Figure 1. The metal 1 layer (run 1).
Drawn at 4 px/um. Cells faint in the background.
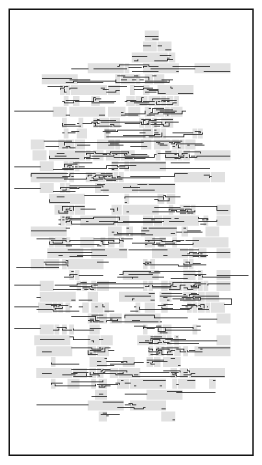
Figure 2. M2 wires (run 1).
Drawn at 6 px/um.
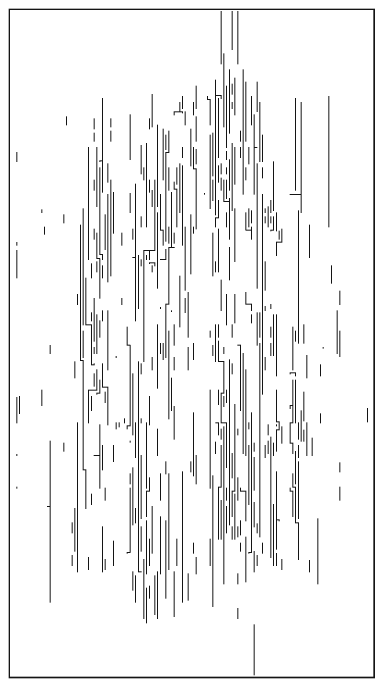
Figure 3. The metal 3 layer (run 1).
Drawn at 3 px/um. Cells faint in the background.
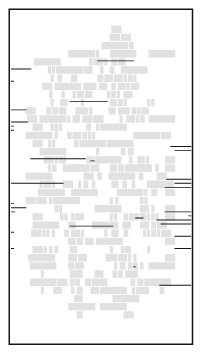
<file path="src/rtl/mux_sel_scanner.sv">
// mux_sel_scanner
//   Drives the select of a registered 4:1 channel mux. After a start it dwells a
//   programmable number of cycles on each enabled channel in ascending round-robin
//   order, for a programmed number of sweeps (or until stop). Each dwell produces
//   one sample strobe whose channel tag is delayed by MUX_LAT cycles. The delay
//   lines the strobe up with the mux's registered output.
//
// Ports
//   clk        rising-edge clock
//   rst_n      asynchronous active-low reset
//   start      1-cycle scan request, honoured only while idle with chan_en != 0
//   stop       end the scan after the current dwell
//   chan_en    channel enable mask (bit n = mux channel n), latched on start
//   dwell      cycles per channel, latched on start, 0 behaves as 1
//   passes     sweeps to run, latched on start, 0 = run until stop
//   sel        channel select to the mux
//   busy       high while scanning or draining the tag pipeline
//   samp_valid mux output holds channel samp_ch this cycle
//   samp_ch    channel tag for samp_valid
//   pass_done  1-cycle pulse after the last dwell of each full sweep
//   done       1-cycle pulse once the scan has ended and the last sample is out
module mux_sel_scanner #(
    parameter int DWELL_W  = 8,
    parameter int PASSES_W = 4,
    parameter int MUX_LAT  = 1
) (
    input  logic                clk,
    input  logic                rst_n,
    input  logic                start,
    input  logic                stop,
    input  logic [3:0]          chan_en,
    input  logic [DWELL_W-1:0]  dwell,
    input  logic [PASSES_W-1:0] passes,
    output logic [1:0]          sel,
    output logic                busy,
    output logic                samp_valid,
    output logic [1:0]          samp_ch,
    output logic                pass_done,
    output logic                done
);

    localparam int                  DRAIN_W    = (MUX_LAT > 1) ? $clog2(MUX_LAT) : 1;
    localparam logic [DRAIN_W-1:0]  DRAIN_LAST = DRAIN_W'(MUX_LAT - 1);
    localparam logic [DRAIN_W-1:0]  DRAIN_ONE  = DRAIN_W'(1);
    localparam logic [DWELL_W-1:0]  DWELL_ONE  = DWELL_W'(1);
    localparam logic [PASSES_W-1:0] PASS_ONE   = PASSES_W'(1);
    localparam logic [PASSES_W-1:0] PASS_MAX   = '1;

    typedef enum logic [1:0] {
        IDLE  = 2'd0,
        SCAN  = 2'd1,
        DRAIN = 2'd2
    } state_t;

    state_t              state_reg, state_next;
    logic [3:0]          mask_reg;
    logic [DWELL_W-1:0]  dwell_len_reg;
    logic [DWELL_W-1:0]  dwell_cnt_reg;
    logic [PASSES_W-1:0] passes_reg;
    logic [PASSES_W-1:0] pass_cnt_reg;
    logic                stop_reg;
    logic [DRAIN_W-1:0]  drain_cnt_reg;
    logic [1:0]          sel_reg, sel_next;
    logic                busy_reg, busy_next;
    logic                pass_done_reg, pass_done_next;
    logic                done_reg, done_next;

    logic [DWELL_W-1:0]  dwell_eff;
    logic [1:0]          first_ch;
    logic [1:0]          next_ch;
    logic                accept;
    logic                last_dwell;
    logic                wrap;
    logic                pass_limit;
    logic                end_scan;
    logic                drain_last;

    assign dwell_eff  = (dwell == '0) ? DWELL_ONE : dwell;
    assign accept     = (state_reg == IDLE) && start && (chan_en != 4'd0);
    assign last_dwell = (state_reg == SCAN) && (dwell_cnt_reg == DWELL_ONE);
    // The next channel at or below the current one means the sweep just finished,
    // which also covers the single-enabled-channel case.
    assign wrap       = (next_ch <= sel_reg);
    assign pass_limit = (passes_reg != '0) && ((pass_cnt_reg + PASS_ONE) == passes_reg);
    // A stop arriving in the last dwell cycle itself still ends the scan here.
    assign end_scan   = last_dwell && ((wrap && pass_limit) || stop_reg || stop);
    assign drain_last = (state_reg == DRAIN) && (drain_cnt_reg == DRAIN_LAST);

    // Lowest enabled channel of the incoming mask.
    always_comb begin
        first_ch = 2'd0;
        for (int i = 3; i >= 0; i--) begin
            if (chan_en[i]) first_ch = 2'(i);
        end
    end

    // Nearest enabled channel above sel_reg, modulo 4; falls back to sel_reg itself.
    always_comb begin
        next_ch = sel_reg;
        for (int i = 3; i >= 1; i--) begin
            if (mask_reg[sel_reg + 2'(i)]) next_ch = sel_reg + 2'(i);
        end
    end

    // State register and scan datapath.
    always_ff @(posedge clk or negedge rst_n) begin
        if (!rst_n) begin
            state_reg     <= IDLE;
            mask_reg      <= 4'd0;
            dwell_len_reg <= '0;
            dwell_cnt_reg <= '0;
            passes_reg    <= '0;
            pass_cnt_reg  <= '0;
            stop_reg      <= 1'b0;
            drain_cnt_reg <= '0;
            sel_reg       <= 2'd0;
            busy_reg      <= 1'b0;
            pass_done_reg <= 1'b0;
            done_reg      <= 1'b0;
        end else begin
            state_reg     <= state_next;
            sel_reg       <= sel_next;
            busy_reg      <= busy_next;
            pass_done_reg <= pass_done_next;
            done_reg      <= done_next;

            if (accept) begin
                mask_reg      <= chan_en;
                dwell_len_reg <= dwell_eff;
                dwell_cnt_reg <= dwell_eff;
                passes_reg    <= passes;
                pass_cnt_reg  <= '0;
                stop_reg      <= 1'b0;
            end else if (state_reg == SCAN) begin
                if (stop) stop_reg <= 1'b1;
                if (last_dwell) begin
                    dwell_cnt_reg <= dwell_len_reg;
                    // Saturate so continuous scans never wrap the pass count.
                    if (wrap && (pass_cnt_reg != PASS_MAX)) pass_cnt_reg <= pass_cnt_reg + PASS_ONE;
                end else begin
                    dwell_cnt_reg <= dwell_cnt_reg - DWELL_ONE;
                end
            end

            drain_cnt_reg <= (state_reg == DRAIN) ? drain_cnt_reg + DRAIN_ONE : '0;
        end
    end

    // Next-state logic.
    always_comb begin
        state_next = state_reg;
        case (state_reg)
            IDLE:    if (accept)     state_next = SCAN;
            SCAN:    if (end_scan)   state_next = DRAIN;
            DRAIN:   if (drain_last) state_next = IDLE;
            default: state_next = IDLE;
        endcase
    end

    // Output logic; every output is registered from these next values.
    always_comb begin
        sel_next       = sel_reg;
        if (accept) begin
            sel_next = first_ch;
        end else if (last_dwell && !end_scan) begin
            sel_next = next_ch;
        end
        busy_next      = (state_next != IDLE);
        pass_done_next = last_dwell && wrap;
        done_next      = drain_last;
    end

    // Tag pipeline: the channel of each completed dwell emerges MUX_LAT cycles later.
    genvar gi;
    generate
        for (gi = 0; gi < MUX_LAT; gi++) begin : g_pipe
            logic       v_reg;
            logic [1:0] ch_reg;
            if (gi == 0) begin : g_head
                always_ff @(posedge clk or negedge rst_n) begin
                    if (!rst_n) begin
                        v_reg  <= 1'b0;
                        ch_reg <= 2'd0;
                    end else begin
                        v_reg <= last_dwell;
                        if (last_dwell) ch_reg <= sel_reg;
                    end
                end
            end else begin : g_tail
                always_ff @(posedge clk or negedge rst_n) begin
                    if (!rst_n) begin
                        v_reg  <= 1'b0;
                        ch_reg <= 2'd0;
                    end else begin
                        v_reg  <= g_pipe[gi-1].v_reg;
                        ch_reg <= g_pipe[gi-1].ch_reg;
                    end
                end
            end
        end
    endgenerate

    assign sel        = sel_reg;
    assign busy       = busy_reg;
    assign samp_valid = g_pipe[MUX_LAT-1].v_reg;
    assign samp_ch    = g_pipe[MUX_LAT-1].ch_reg;
    assign pass_done  = pass_done_reg;
    assign done       = done_reg;

endmodule

</file>
<file path="config.mk">
export PLATFORM = sky130hd
export DESIGN_NAME = mux_sel_scanner
export DESIGN_NICKNAME = d
export VERILOG_FILES = /design/src/rtl/mux_sel_scanner.sv
export SDC_FILE = /design/constraint.sdc
export NUM_CORES = 1
export LEC_CHECK = 0
export CAP_MARGIN = 15
export CORE_ASPECT_RATIO = 2
export CORE_MARGIN = 5
export CORE_UTILIZATION = 40
export CTS_BUF_LIST = sky130_fd_sc_hd__clkbuf_4
export DETAILED_ROUTE_END_ITERATION = 10
export SETUP_SLACK_MARGIN = 0.15
export SYNTH_ARGS = -nofsm -noshare
export SYNTH_HDL_FRONTEND = slang
export SYNTH_SLANG_ARGS = --single-unit
</file>
<file path="constraint.sdc">
create_clock -name clk -period 4.6 [get_ports clk]
set_clock_uncertainty 0.15 [all_clocks]
set_input_delay 0.92 -clock clk [delete_from_list [all_inputs] [get_ports clk]]
set_output_delay 0.92 -clock clk [all_outputs]
set_load 0.005 [all_outputs]
</file>
==> impl_metrics.py, run 1 <==
# Metrics from the implementation run
metrics = {
    "cts": {
        "clkLatencyLatePin_ps": 340,
        "ctsHtreeMaxLevel": 2,
        "clk_path_buf_depth": 2,
        "cts.sinks": 39,
        "cts.reportedPaths.clkPinSlew_ps": 120,
        "numCtsBuffers": 5,
        "root_buffer": "clkbuf_4",
        "post_cts_buffers": 0,
        "cts_tree": "done",
        "cts_hold_buf": 0,
        "cts_resized": 0,
    },
    "drt": {
        "drtIter0Drc": 51,
        "wire_per_inst_um": 14.62,
        "ant_nets": 0,
        "vias_per_cell": 5.411,
        "drc": 0,
        "dr.pass1.iters": 4,
    },
    "grt": {
        "antenna_found_initial": 0,
        "grt_pass1_wl_mm": 8.155,
        "grt_start_max_net_pins": 40,
        "grt-ovfl-total": 0,
        "grtUsageTotal_pct": 15.45,
        "grt_pass1_vias": 1763,
    },
    "critical_path": {
        "endpoint_kind": "flop",
        "cp-start-kind": "flop",
        "crit_slowest_cell": "dfrtp_1",
        "cp_cell_sequence": "mux2_2, a221oi_1, ha_1, nor2b_1, o21ai_0, o2111ai_1, a21oi_1, mux2i_1",
        "cpLargestDelayFamily": "AND-OR/OR-AND gates",
        "crit_fanout": 8,
        "worst_path_largest_cell_delay_ps": 500,
        "crit_required_ps": 4710,
        "critPathKind": "flop to flop",
        "crit_buf_inv": 0,
        "crit_arrival_ps": 3200,
    },
    "power": {
        "irDropWorstVdd_mv": 0.2835,
        "power_mw": 1.429,
        "p_leak_nw": 1.117,
        "power.density_nw_per_um2": 592.6,
    },
    "yosys": {
        "synth_top_area_share_pct": 47.71,
        "ys_types": 49,
        "yosysWarnings": 0,
        "synth.avg_cell_area_um2": 9.012,
        "synth-edff-count": 0,
        "syn_inst": 227,
        "synthFlopType": "dfrtp_1",
        "yosysTopAreaCell": "dfrtp_1",
        "ys_cells": 227,
        "ys_seq_share_pct": 47.71,
        "syn-num-nets": 252,
        "synth_flop_count": 39,
        "async_reset_ff_share_pct": 100.0,
        "ys_top_cells_by_area": "dfrtp_1, nand2_1, nor2_1",
        "netlist_area_um2": 2046,
        "ys_area_um2": 2046,
    },
    "finish": {
        "antennaDiodeCount": 0,
        "drive_gt1_share_pct": 8.203,
        "fill_cells": 488,
        "final_nets": 280,
        "final_util_pct": 47.78,
        "syn_to_final_growth_pct": 17.86,
        "mostFrequentLayoutCells": "nand2_1, dfrtp_1, clkdlybuf4s50_1, nor2_1, a21oi_1",
        "lay_top_count": "nand2_1",
    },
    "placement": {
        "io_buffers": 27,
        "place_congestion": 0.8144,
        "dp_hpwl_mm": 3.326,
    },
    "final_timing": {
        "slew_viol_final": 0,
        "period_used_pct": 67.23,
        "setup_tns_ps": 0,
        "period_minus_slack_ps": 3093,
        "worst_pin_slew_ps": 857.4,
        "report.final.setup_viol": 0,
        "rsz0062_at_grt": "no",
        "hold_viol_final": 0,
        "slew_headroom_pct": 42.84,
        "fmax_mhz": 323.4,
    },
    "run": {
        "warnings": 27,
        "cap_violations": 0,
    },
    "worst_hold_path": {
        "hold_path_class": "flop to flop",
    },
    "die": {
        "die_y_um": 111.1,
        "initCoreUtil_pct": 40.54,
        "die_width_um": 60.57,
        "rows": 37,
        "chipArea_um2": 6731,
        "boundaryPins": 28,
        "core_um2": 5046,
    },
    "run_status": {
        "status": "complete, no violations",
    },
}
Back to the opening pictures, Figure 1:
share of all routed wire: 46%
wire length on this layer: 2100 um
main direction: horizontal

Back to the opening pictures, Figure 2:
share of all routed wire: 48%
wire length on this layer: 2220 um
nets with wire on the layer: 223
main direction: vertical
longest straight run: 35.0 um
M2 GR Usage: 24.09%
DR vias: 1699
routed wire length: 4.590 mm

Back to the opening pictures, Figure 3:
wire length on this layer: 190 um
longest straight run: 18.2 um
nets with wire on the layer: 27
main direction: horizontal
share of all routed wire: 4.1%
met3 GRT Util: 3.147%

run 1: worst reg2reg max path: cells and delay by family (launching register included):
| family | cells | cell delay, ps |
|---|---|---|
| AOI/OAI and AO/OA | 4 | 1460 |
| muxes | 2 | 630 |
| DFF | 1 | 500 |
| adders and majority gates | 1 | 230 |
| and+or+nand+nor | 1 | 40 |
run 1: layout make-up:
cell class	count	area, um^2	area share [%]
clock buffer	7	52.55	2.180
clock inverter	1	5.005	0.2076
inverter	8	35.03	1.453
multi-input combinational	173	997.2	41.36
sequential	39	975.9	40.48
tap	58	72.57	3.010
timing repair buffer	28	272.8	11.31
run 1: per-layer routing:
metal / wire length, um / GRT usage (%) / up-vias
met4: 87 / 5.499 / 0
met3: 190 / 3.147 / 7
met1: 2096 / 20.71 / 812
met5: 0 / 0 / -
met2: 2216 / 24.09 / 33
li1: - / - / 847
run 1: kinds of logic after synthesis:
family / Yosys count / share of synthesized area [%]
flops: 39 / 47.71
buf+inv: 15 / 3.731
compound gates: 50 / 16.76
simple gates: 107 / 23.73
xor+xnor: 7 / 2.997
mux: 4 / 2.018
fa+ha+maj: 5 / 3.058
run 1: synth_stat cells, types with 4 or more instances:
master	number
nor2b_1	5
o21ai_0	9
nand2_1	58
nor3_1	5
inv_1	7
dfrtp_1	39
nand3_1	4
xor2_1	4
ha_1	5
nor2_1	19
clkbuf_1	5
a21oi_1	11
run 1: power by group:
| group | internal, mW | switching [mW] |
|---|---|---|
| logic | 0.293 | 0.330 |
| clock network | 0.0715 | 0.113 |
| registers | 0.484 | 0.137 |
| total | 0.848 | 0.580 |
run 1: path summary, 6_finish.rpt:
check,start,endpoint,slack [ps],cells after the start
min reg2reg,dwell_len_reg[6],dwell_len_reg[6],340,2
min in group asynchronous,rst_n,sel[0],520,1
min,dwell_len_reg[6],dwell_len_reg[6],340,2
max reg2reg,sel[1],sel[1],1510,8
max,sel[1],sel[1],1510,8
max in group asynchronous,rst_n,pass_cnt_reg[0],3230,1
run 1: through the flow:
step,cell area [um^2],setup slack (ps),hold slack (ps),std cells
after floorplan,2046,2146,290.6,227
after global placement,2354,1594,309.0,306
after detailed placement,2354,1524,314.1,306
after CTS,2411,1500,342.3,314
after global routing,2411,1296,358.0,314
final,2411,1507,338.7,314
Figure 4. Congestion heat map (run 1).
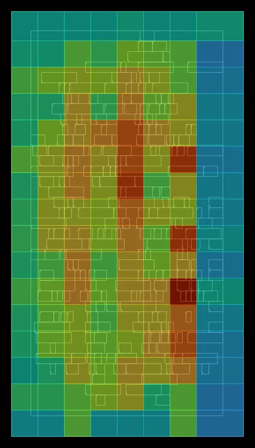

==> run 2: changes to the inputs <==
==> constraint.sdc (replaced) <==
create_clock -name clk -period 2.5 [get_ports clk]
set_clock_uncertainty 0.15 [all_clocks]
set_input_delay 0.5 -clock clk [delete_from_list [all_inputs] [get_ports clk]]
set_output_delay 0.5 -clock clk [all_outputs]
set_load 0.005 [all_outputs]
Figure 5. Congestion heat map (run 2).
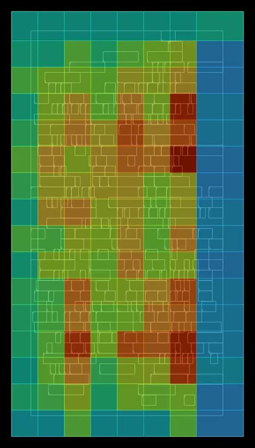
met3 GRT Util: 3.263%
grt peak-use layer: met2
Total Routing Usage GR: 15.83%
met1 usage: 21.26%
M2 GR Usage: 24.30%

Figure 6. Pin placement (run 2).
Drawn at 6 px/um. Pins as bars across the die edge, other pins in gray.
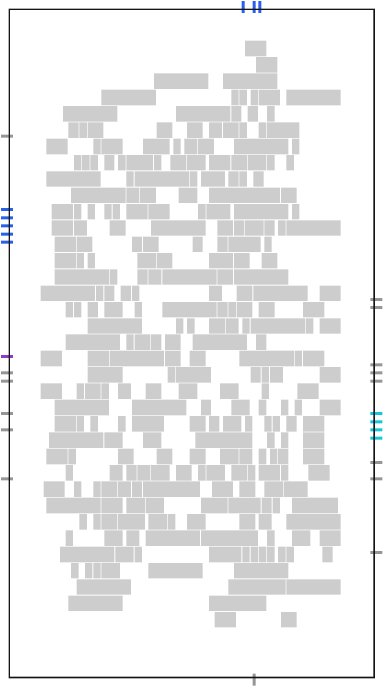
| port | color | pins | direction | edge |
|---|---|---|---|---|
| dwell | blue | 8 | input | 5 left, 3 top |
| stop | purple | 1 | input | left |
| chan_en | cyan | 4 | input | right |
PortBufs: 27
die width: 60.57 um

==> impl_metrics.py, run 2 <==
# Metrics from the implementation run
metrics = {
    "power": {
        "power.density_nw_per_um2": 1127,
        "power_mw": 3.119,
        "p_seq_share_pct": 37.0,
        "internal_power_mw": 1.846,
        "p_leak_nw": 1.279,
    },
    "yosys": {
        "synth-edff-count": 0,
        "ys_types": 49,
        "ys_area_um2": 2046,
        "ys_cells": 227,
        "ys_seq_share_pct": 47.71,
        "synth.avg_cell_area_um2": 9.012,
        "syn-num-nets": 252,
        "async_reset_ff_share_pct": 100.0,
        "synth_top_area_share_pct": 47.71,
        "syn_inst": 227,
        "netlist_area_um2": 2046,
        "synth_flop_count": 39,
        "top_cell": "nand2_1",
    },
    "critical_path": {
        "cp_cell_sequence": "inv_2, ha_4, or3b_4, or4_4, bufbuf_16, o21a_1, o221ai_2, nand2_1",
        "crit_slowest_cell": "or4_4",
        "r2r_cells": 8,
        "worst_path_largest_cell_delay_ps": 440,
        "cp-start-kind": "flop",
        "r2r-start": "dwell_cnt_reg[1]",
        "r2r-end": "dwell_cnt_reg[4]",
        "endpoint_kind": "flop",
        "crit_arrival_ps": 2440,
    },
    "drt": {
        "drtIter0Drc": 54,
        "wire_per_inst_um": 14.99,
        "vias": 1828,
    },
    "die": {
        "rows": 37,
        "initCoreUtil_pct": 40.54,
    },
    "grt": {
        "grt-ovfl-total": 0,
        "grt_pass1_vias": 1793,
        "antenna_found_initial": 0,
    },
    "worst_hold_path": {
        "whs_path_depth": 1,
    },
    "final_timing": {
        "report.final.setup_viol": 0,
        "rsz0062_at_grt": "yes",
        "whs_ps": 328.0,
        "period_used_pct": 93.79,
        "worst_pin_slew_ps": 711.1,
        "slew_headroom_pct": 52.50,
        "fmax_mhz": 426.5,
    },
    "finish": {
        "lay_top_count": "nand2_1",
        "final_area_um2": 2766,
        "register_area_um2": 979.7,
        "drive_gt1_share_pct": 23.49,
        "final_nets": 306,
        "mostFrequentLayoutCells": "nand2_1, dfrtp_1, clkdlybuf4s50_1, buf_4, nor2_1",
        "logic_area_um2": 1119,
        "fill_cells": 453,
        "syn_to_final_growth_pct": 35.23,
    },
    "cts": {
        "root_buffer": "clkbuf_4",
        "clk_path_buf_depth": 2,
        "ctsHtreeMaxLevel": 2,
        "clkLatencyLatePin_ps": 340,
        "numCtsBuffers": 5,
        "cts.reportedPaths.clkPinSlew_ps": 120,
    },
    "run": {
        "warnings": 29,
        "cap_violations": 0,
    },
    "placement": {
        "place_congestion": 0.8396,
        "placed_cell_area_um2": 2462,
    },
    "run_status": {
        "status": "complete, no violations",
    },
}
-- run 2: cell count changes in the layout (fill, tap and decap cells not counted), moves of 3 or more --
cell	change
o21ai_0	-3
buf_4	+22
a21oi_1	-4
dfrtp_1	-3
inv_1	-3
dfrtp_2	+3
inv_2	+3
a21oi_2	+4
-- run 2: per-layer routing --
layer	GRT usage, %	wire [um]	vias to the layer above	part of all wire (%)
met4	6.223	118	0	2.3
met1	21.26	2180	876	43
met2	24.30	2559	43	50
met5	0	0	-	0
li1	-	-	898	-
met3	3.263	224	11	4.4
-- run 2: what timing repair did --
action,in CTS,in global routing
setup endpoints to repair,7,17
endpoints found under the hold margin,19,0
resized,9,23
buffers inserted,5,6
hold buffers,1,0
pin swaps,2,11
gates cloned,1,0
-- run 2: cell families (layout without fill, tap and decap cells) --
logic type / Yosys count / count (layout) / share of synthesized area (%)
buffers and inverters: 15 / 69 / 3.731
AOI/OAI and AO/OA: 50 / 50 / 16.76
and+or+nand+nor: 107 / 107 / 23.73
muxes: 4 / 4 / 2.018
xor gates and xnor gates: 7 / 7 / 2.997
DFF: 39 / 39 / 47.71
adders and majority gates: 5 / 5 / 3.058
-- run 2: power groups by stage --
stage	Sequential [mW]	Combinational, mW	Clock [mW]
after floorplan	1.10	0.873	0
after global placement	1.12	1.32	0
after detailed placement	1.13	1.34	0
after CTS	1.12	1.40	0.320
after global routing	1.19	1.84	0.336
final	1.15	1.66	0.303
-- run 2: worst max-delay path by stage --
stage / from / to / slack [ps] / cells past startpoint
after floorplan: sel[1] / sel[0] / 160 / 8
after global placement: dwell_cnt_reg[1] / pass_cnt_reg[2] / 130 / 9
after detailed placement: sel[1] / sel[1] / 100 / 8
after CTS: dwell_cnt_reg[1] / dwell_cnt_reg[4] / 130 / 8
after global routing: dwell_cnt_reg[1] / dwell_cnt_reg[5] / 50 / 9
final: dwell_cnt_reg[1] / dwell_cnt_reg[4] / 160 / 8
-- run 2: cell type report --
class	count	share of cell area [%]
Multi-Input combinational cell	173	40.43
Sequential cell	39	35.41
Timing Repair Buffer	54	18.32
Tap cell	58	2.623
Inverter	8	1.538
Clock buffer	5	1.357
Clock inverter	2	0.3166
-- run 2: worst register-to-register path: stages, from the launching register on --
cell       delay, ps
dfrtp_1          410
inv_2             80
ha_4             120
or3b_4           360
or4_4            440
bufbuf_16        290
o21a_1           180
o221ai_2         150
nand2_1           70
-- run 2: through the flow --
step / util, % / std cells / worst slack [ps]
CTS: 52.05 / 333 / 129.6
detailed placement: 48.80 / 319 / 104.5
finish: 54.82 / 339 / 155.1
global placement: 48.80 / 319 / 135.0
global route: 54.82 / 339 / 48.78
floorplan: - / 227 / 161.2
Power is estimated from default activity; no workload was simulated.
